**Nets reached from selected ports**

(4 px per um)
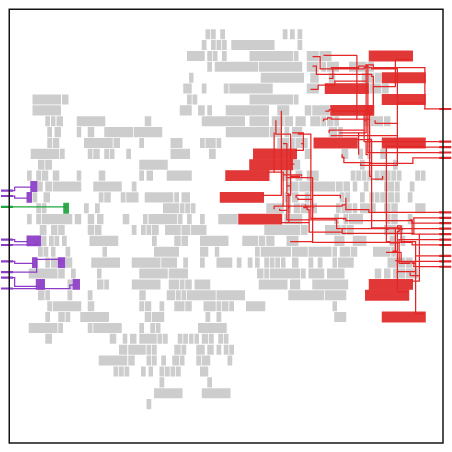
**Cell classes on the final placement**

(2 px per um)
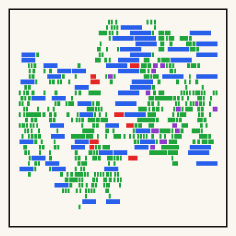
**Clock wires, drivers and flops**

(4 px per um)
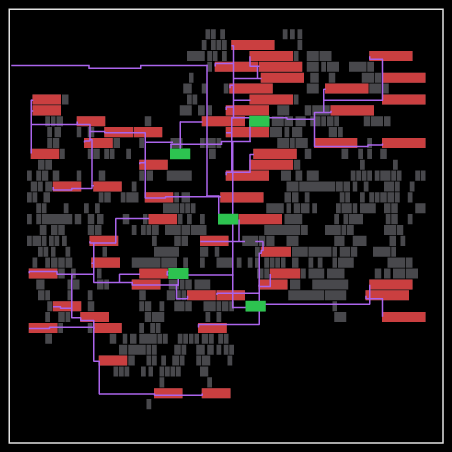
**Signal wires on met3**

(3 px per um) Cells faint in the background.
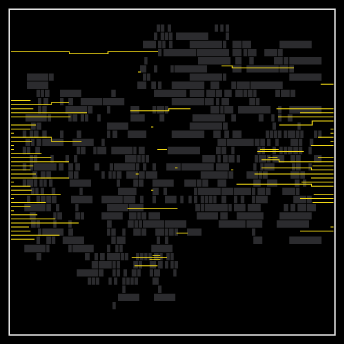
**The clock network**

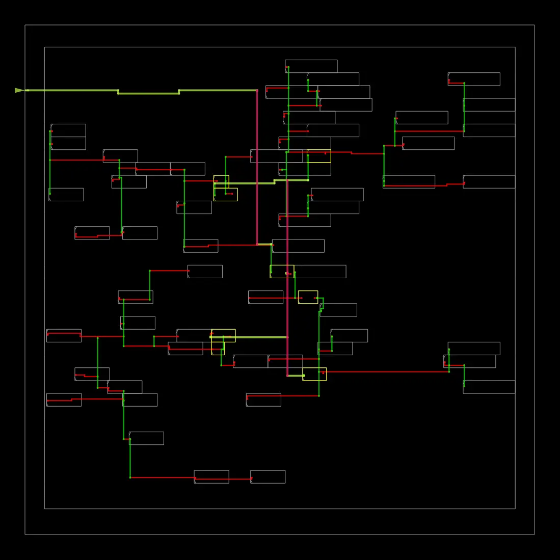
--- src/rtl/enigma_step_ctrl.sv ---
`default_nettype none
// ============================================================================
// Module   : enigma_step_ctrl
// Brief    : Enigma character sequencer: steps rotors, then walks one shared
//            substitution unit forward, through the reflector and backward.
// Options  : define DOUBLE_STEP_EN to enable the middle-rotor double step.
// Revision : 1.0 - initial release
// ============================================================================
module enigma_step_ctrl #(
    parameter int NUM_ROT = 3,
    parameter int TIMEOUT = 255
) (
    input  logic                 clk,
    input  logic                 reset_n,
    input  logic                 cfg_we,
    input  logic [1:0]           cfg_sel,
    input  logic [4:0]           cfg_pos,
    input  logic [4:0]           cfg_notch,
    input  logic                 in_valid,
    output logic                 in_ready,
    input  logic [7:0]           in_char,
    output logic                 sub_req,
    output logic [2:0]           sub_stage,
    output logic                 sub_dir,
    output logic [4:0]           sub_offset,
    output logic [7:0]           sub_din,
    input  logic                 sub_done,
    input  logic [7:0]           sub_dout,
    output logic                 out_valid,
    input  logic                 out_ready,
    output logic [7:0]           out_char,
    output logic [5*NUM_ROT-1:0] rot_pos,
    output logic                 busy,
    output logic                 err
);
    localparam int C_TW = $clog2(TIMEOUT + 1);

    typedef enum logic [2:0] {
        S_IDLE  = 3'd0,
        S_STEP  = 3'd1,
        S_ISSUE = 3'd2,
        S_WAIT  = 3'd3,
        S_OUT   = 3'd4
    } state_t;

    state_t            r_state;
    state_t            w_next;
    logic [4:0]        r_pos   [NUM_ROT];
    logic [4:0]        r_notch [NUM_ROT];
    logic [7:0]        r_data;
    logic [7:0]        r_out_char;
    logic [2:0]        r_stage;
    logic [C_TW-1:0]   r_tcnt;
    logic              r_err;
    logic [NUM_ROT-1:0] w_step;
    logic              w_carry;
    logic              w_is_letter;
    logic              w_last;
    logic              w_tmo;
    logic [2:0]        w_rot_idx;
    logic [4:0]        w_off;

    assign w_is_letter = (in_char >= 8'h41) && (in_char <= 8'h5A);
    assign w_last      = (r_stage == 3'(2 * NUM_ROT));
    assign w_tmo       = (r_tcnt == C_TW'(TIMEOUT - 1));

    // Stepping decisions use pre-step positions only
    always_comb begin
        w_step    = '0;
        w_step[0] = 1'b1;
        w_carry   = 1'b1;
        for (int i = 1; i < NUM_ROT; i++) begin
`ifdef DOUBLE_STEP_EN
            w_step[i] = (r_pos[i-1] == r_notch[i-1]) ||
                        ((i < NUM_ROT - 1) && (r_pos[i] == r_notch[i]));
`else
            w_carry   = w_carry && (r_pos[i-1] == r_notch[i-1]);
            w_step[i] = w_carry;
`endif
        end
    end

    // Stage index folds back after the reflector: 0,1,..,N,..,1,0
    always_comb begin
        w_rot_idx = (r_stage <= 3'(NUM_ROT)) ? r_stage : 3'(2 * NUM_ROT) - r_stage;
        w_off     = 5'd0;
        for (int i = 0; i < NUM_ROT; i++) begin
            if (w_rot_idx == 3'(i) && r_stage != 3'(NUM_ROT)) begin
                w_off = r_pos[i];
            end
        end
    end

    always_comb begin
        rot_pos = '0;
        for (int i = 0; i < NUM_ROT; i++) begin
            rot_pos[5*i +: 5] = r_pos[i];
        end
    end

    always_ff @(posedge clk) begin
        if (!reset_n) begin
            r_state <= S_IDLE;
        end else begin
            r_state <= w_next;
        end
    end

    always_comb begin
        w_next = r_state;
        case (r_state)
            S_IDLE:  if (in_valid) w_next = w_is_letter ? S_STEP : S_OUT;
            S_STEP:  w_next = S_ISSUE;
            S_ISSUE: w_next = S_WAIT;
            S_WAIT: begin
                if (sub_done) begin
                    w_next = w_last ? S_OUT : S_ISSUE;
                end else if (w_tmo) begin
                    w_next = S_IDLE;
                end
            end
            S_OUT:   if (out_ready) w_next = S_IDLE;
            default: w_next = S_IDLE;
        endcase
    end

    always_ff @(posedge clk) begin
        if (!reset_n) begin
            for (int i = 0; i < NUM_ROT; i++) begin
                r_pos[i]   <= 5'd0;
                r_notch[i] <= 5'd0;
            end
        end else if (r_state == S_IDLE) begin
            for (int i = 0; i < NUM_ROT; i++) begin
                if (cfg_we && cfg_sel == 2'(i)) begin
                    r_pos[i]   <= cfg_pos;
                    r_notch[i] <= cfg_notch;
                end
            end
        end else if (r_state == S_STEP) begin
            for (int i = 0; i < NUM_ROT; i++) begin
                if (w_step[i]) begin
                    r_pos[i] <= (r_pos[i] == 5'd25) ? 5'd0 : r_pos[i] + 5'd1;
                end
            end
        end
    end

    always_ff @(posedge clk) begin
        if (!reset_n) begin
            r_data     <= 8'h00;
            r_out_char <= 8'h00;
            r_stage    <= 3'd0;
            r_tcnt     <= '0;
            r_err      <= 1'b0;
        end else begin
            case (r_state)
                S_IDLE: begin
                    if (in_valid) begin
                        r_data <= in_char;
                        if (!w_is_letter) r_out_char <= in_char;
                    end
                end
                S_STEP:  r_stage <= 3'd0;
                S_ISSUE: r_tcnt  <= '0;
                S_WAIT: begin
                    if (sub_done) begin
                        r_data <= sub_dout;
                        if (w_last) r_out_char <= sub_dout;
                        else        r_stage    <= r_stage + 3'd1;
                    end else if (w_tmo) begin
                        r_err <= 1'b1;
                    end else begin
                        r_tcnt <= r_tcnt + C_TW'(1);
                    end
                end
                default: ;
            endcase
        end
    end

    assign in_ready   = (r_state == S_IDLE);
    assign busy       = (r_state != S_IDLE);
    assign out_valid  = (r_state == S_OUT);
    assign sub_req    = (r_state == S_ISSUE);
    assign sub_stage  = w_rot_idx;
    assign sub_dir    = (r_stage > 3'(NUM_ROT));
    assign sub_offset = w_off;
    assign sub_din    = r_data;
    assign out_char   = r_out_char;
    assign err        = r_err;

endmodule
`default_nettype wire

--- config.mk ---
export PLATFORM = sky130hd
export DESIGN_NAME = enigma_step_ctrl
export DESIGN_NICKNAME = d
export VERILOG_FILES = /design/src/rtl/enigma_step_ctrl.sv
export SDC_FILE = /design/constraint.sdc
export NUM_CORES = 1
export LEC_CHECK = 0
export ABC_AREA = 1
export CORE_MARGIN = 4
export CORE_UTILIZATION = 33
export DETAILED_ROUTE_END_ITERATION = 10
export DONT_BUFFER_PORTS = 1
export PLACE_DENSITY = 0.54
export SYNTH_ARGS = -nofsm -noshare
export SYNTH_HDL_FRONTEND = slang
export SYNTH_SLANG_ARGS = --single-unit
--- constraint.sdc ---
create_clock -name clk -period 2.3 [get_ports clk]
set_clock_uncertainty 0.15 [all_clocks]
set_input_delay 0.46 -clock clk [delete_from_list [all_inputs] [get_ports clk]]
set_output_delay 0.46 -clock clk [all_outputs]
set_load 0.005 [all_outputs]
==> results.ini <==
[worst_hold_path]
min_from=reset_n
min_to=r_tcnt[0]$_SDFFE_PN0P_
holdPathStages=2
hp-class=in -> reg

[final_layout]
flop_area_sq_um=1370
n_all_buffers=13
stdcell_count=568
layout-drive-gt1-share_pct=13.6
antenna_cells=0
inv_count=53
layout_top_cells=nand2_1 (90), nor2_1 (53), inv_1 (48)
dominant-cell-class=logic gates
logic_gates=305
sh_comb_area_pct=47.7
final-nonclk-buf-share_pct=2.77
syn_to_final_growth_pct=12.1
fillers=1023
comb_area_sq_um=1760
final_common_cell=nand2_1

[flow_run]
warnings=34
max_cap_viol_count=0

[route]
via_per_inst=4.82
first_iter_violations=152
first_pass_iters=4
antenna_left=0
wl_per_cell_um=14.9

[synthesis]
ys_sh_xor_pct=5.83
ys_types=33
largest_area_cell=edfxtp_1
top_cells_by_area=edfxtp_1 (23%), dfxtp_1 (19%), nand2_1 (11%), nor2_1 (6.0%), inv_1 (5.7%)
fp_nets=470
most_common_cell=nand2_1
synth_flops=56
ys_cells=423
top_cell_area_share_pct=22.7
common_cells=nand2_1 (93), nor2_1 (53), inv_1 (50)
yosysWarnings=0
synthAdderAreaFrac_pct=4.92
netlist_area_sq_um=3300
ys_area_sq_um=3300
muxShareOfSynthArea_pct=0
ys_seq_share_pct=41.5
ff_type=dfxtp_1
synthTopLogicFamily=simple AND/OR/NAND/NOR gates
yosys.area_share.aoi_pct=10.1
postSynth.asyncResetShare_pct=0
synth_area_per_cell_sq_um=7.81
syn_inst=423
simple_gate_area_share_pct=29.7

[critical_path]
r2r-end=r_pos[0][12]$_DFFE_PP_
path_cells=ha_4 > ha_4 > a21oi_4 > inv_2 > nand2_4 > nand3_1 > nand2_1 > nand2_1 > nand2_1 > inv_1
cp.arrival_ps=1650
reg2reg_depth=5
critPathLaunchType=register
crit_end=sub_offset[4]
cpMostUsedCell=nand2_1
required_ps=1690
crit_path_max_incr_delay_ps=350
cp_max_fo=6

[global_routing]
antenna_found_initial=0
grt_pass1_vias=2670
grt_max_degree=23
grt.overflow.total=0
grt_pass1_wl_mm=13.4

[floorplan]
core_sq_um=9770
tap_cells=133
dieArea_sq_um=11700
die_x_um=108
num_rows=36

[placed_design]
dp.cells=558
place.gp.congestion=0.787
dp_hpwl_mm=6.45
dpl_cell_area_sq_um=3490

[clocking]
ctsHoldBuffers=0
cts_buffer_depth=2
postCtsSetupBuffers=1
clkTransAtPathRegs_ps=110
cts_resized=15
cts_htree_levels=2
root_buffer=clkbuf_8

[power_and_ir_drop]
vdd_drop_max_v=0.000271
p_leak_nw=1.60
p_per_area_nw_per_um2=582

[run_status]
status=finished clean

[timing]
setup_viol=0
rsz0062_at_grt=true
hold-worst-slack_ps=105
timing.fmax_ghz=0.443
fin_crit_sh_pct=98.3
tns_ps=0
worst_pin_slew_ps=567
setup_slack_ps=40.1
hold_viol=0
slew_headroom_pct=61.8

Back to the opening pictures, 'nets reached from selected ports':
Key: out_ready = green [bits 1, direction input, edge left, end cells 1, buffers 0, wire 13.5 um]; sub_dout = purple [bits 8, direction input, edge left, end cells 8, buffers 0, wire 70.1 um]; rot_pos = red [bits 15, direction output, edge right, end cells 15, buffers 2, wire 1020 um]
Port Buf Inserts: 0
IO Count: 79

Back to the opening pictures, 'cell classes on the final placement':
Key: flops = blue [cells 56]; clock drivers and dummy loads = red [cells 8]; other buffers and delay cells = purple [cells 13]; combinational and other logic = green [cells 358]
flop share of the area: 37.1%
Final Core Density: 37.9%
final instance area: 3700 sq um

Back to the opening pictures, 'clock wires, drivers and flops':
Key: flip-flops = red [count 56]; clock drivers = green [count 5]; clock wires = purple [length 767 um]
There are 6 routed clock nets.
clock share of power: 27.0%
Insertion Delay late pin: 320 ps
Clk. pwr: 0.583 mW

Back to the opening pictures, 'signal wires on met3':
The longest straight run is 26.0 um. The layer carries 762 um of wire.
DR vias: 2740
routed wire length: 8.44 mm
met3 usage: 5.07%

Back to the opening pictures, 'the clock network':
flop count: 56
clock buffers: 5
clk sinks: 56
Num CTS Buffers: 5

## registers in the layout (all words and copies together) (netlist names)
register,count
r_pos,15
r_notch,10
out_char,8
r_tcnt,8
sub_din,8
r_stage,3
r_state,3
err,1
## metal layers
layer  part of all wire, %  global-route usage (%)  up-vias
met3                   9.0                    5.07       12
li1                      -                       -     1390
met5                     0                       0        -
met1                    44                    17.9     1251
met4                   1.9                    5.23        0
met2                    45                    23.4       87
## critical path: cells and delay by family, from the launching register on
| family | cells | cell delay, ps |
|---|---|---|
| compound gates | 1 | 170 |
| fa+ha+maj | 2 | 330 |
| buf+inv | 2 | 120 |
| flops | 1 | 350 |
| simple gates | 5 | 370 |
## power breakdown
group          switching, mW  internal, mW  leakage [nW]
clock                  0.358         0.225        0.0463
sequential            0.0933          1.13         0.515
combinational          0.220         0.129          1.04
No activity file was given, so power comes from the tool's default toggle rates.
